Design dma_read_engine, sky130hd; sources not shown.
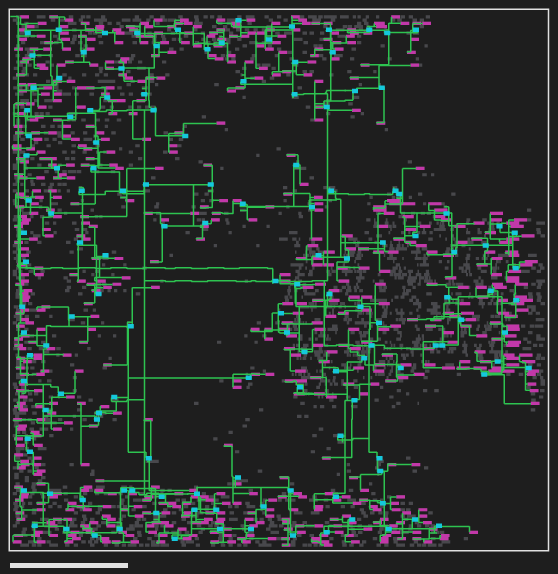
Fig. 1. Clock distribution.
The bar under the picture is 100 µm long.
[clock wires] green | length: 13800 µm
[flip-flops] magenta | count: 673
[clock drivers] cyan | count: 139
routed clock nets: 140
flops lie: widely spread
Worst-Skew Late Latency: 880 ps
Clk power: 4970 µW
clock share of power: 0.325

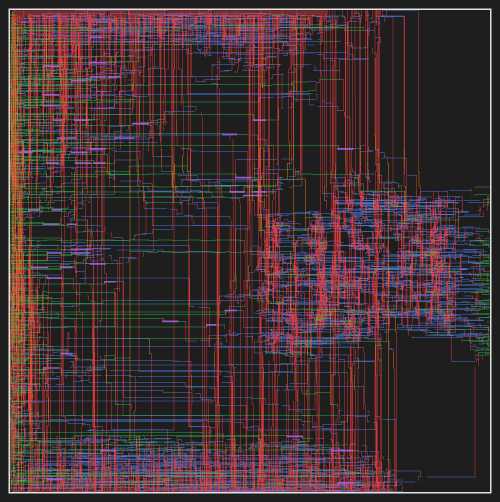
Fig. 2. Metal layers overlaid.
[metal 2] red | wire length: 82.3 mm
[metal 5] purple | wire length: 611 µm
[metal 3] green | wire length: 16800 µm
[metal 4] orange | wire length: 5360 µm
[metal 1] blue | wire length: 50.9 mm
routed via count: 17700
Wirelength per Cell: 28.1 µm

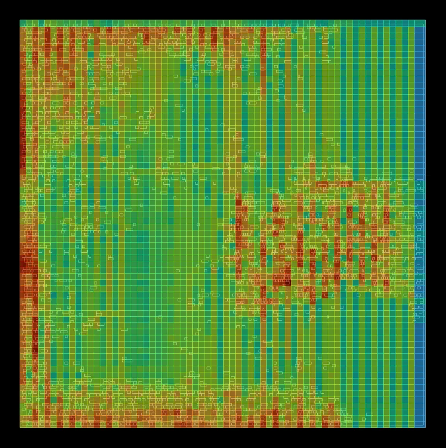
Fig. 3. Routing congestion map.
M1 GR Usage: 0.138
GR Util met2: 0.271
Most Used Layer, Global Route: met2

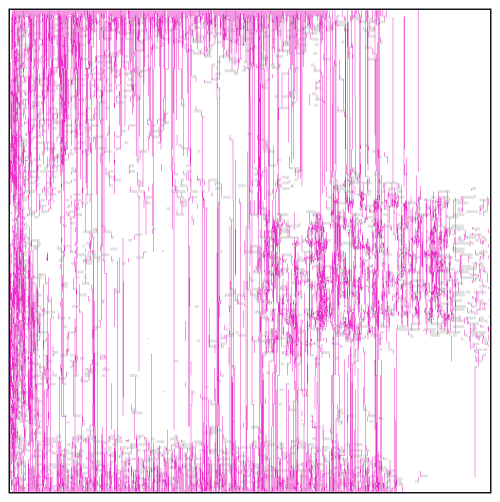
Fig. 4. Signal wires on met2.
Cells faint in the background.
longest straight run: 359 µm
wire length on this layer: 82.3 mm
nets with wire on the layer: 2973
main direction: vertical
share of all routed wire: 53%
Post-Route WL: 156000 µm

==> flow_summary.toml <==
# synthesis and place-and-route metrics
[yosys]
top_cells_by_count = "dfxtp_1 (512), dfrtp_1 (119), nor2_1 (94), nand2_1 (89), a21oi_1 (60)"
yosys.area.top_type = "dfxtp_1"
aoi_share = 0.0849
ys_sh_simple = 0.106
ys_seq_frac = 0.754
fp_nets = 2087
fa_ha_area_frac = 0.0186
synthMostInstantiatedCell = "dfxtp_1"
xor_area_frac = 0.0169
yosysUniqueCellTypes = 72
syn_inst = 1468
mux_share = 0.00430

[finish]
seq_share = 0.392
final_nets = 3351
final_area_um2 = 36900
utilization = 0.183
largest_reg_flops = 512
comb.multi_input.count = 720
clk_share = 0.0835
clock_buffers = 215
comb_area_frac = 0.120
flops = 673
layout_top_cell = "clkdlybuf4s50_1"
layout.nonclk_buf_frac = 0.309
combGateArea_um2 = 4450
final_cell_mix = "clkdlybuf4s50_1 (1034), dfxtp_1 (512), clkbuf_8 (169), buf_4 (140), dfrtp_1 (119)"

[detailed_routing]
postRouteAntennaNets = 0
drt_iter0_markers = 912
drc_errors = 0

[power]
maxPowerGroup = "registers"
swShare = 0.408
power.leakage_uw = 0.0139
internal_power_uw = 9050
pwr_density_cell_nw_per_um2 = 414
powerComb_uw = 5010
vdd_drop_max_mv = 0.189
pwr-share-seq = 0.347
pwr-share-comb = 0.328

[die]
rows = 165
taps = 2672
core_area_um2 = 202000
chip_area_um2 = 207000
die_h_um = 456
fp_util = 0.0952
ios = 1153

[cts]
clk_pin_slew_ps = 60
cts_resized = 0
cts_tree = "yes"
cts_setup_buffers = 0
cts_max_level = 4
cts-root-buf = "clkbuf_8"
cts_buffers = 139

[final_timing]
fmax_ghz = 0.170
setup_viol = 0
finalCritPeriodShare = 0.890
rsz0062_at_grt = "false"
whs_ps = 280
final.setup.tns_ps = 0
period_needed_ps = 5890
worst_pin_slew_ps = 1290

[worst_setup_path]
cp_slowest_cell = "or4_4"
crit_cells = 25
rr_worst_depth = 25
cp.arrival_ps = 6440
startpoint_type = "flip-flop"
end_kind = "flip-flop"
worstSetupPathType = "reg -> reg"

[global_route]
grt_pass1_wl_um = 195000
grt.met3_usage = 0.0766
overflow = 0
grt_util_all_layers = 0.147

[run_status]
status = "completed"

[placement]
placed_area_um2 = 33800
dp.cells = 5263
io_buffers = 1152
hpwl_um = 133000

[run]
tool_warnings = 32

[worst_hold_path]
whs_path_depth = 0
Power and IR drop assume default switching activity.
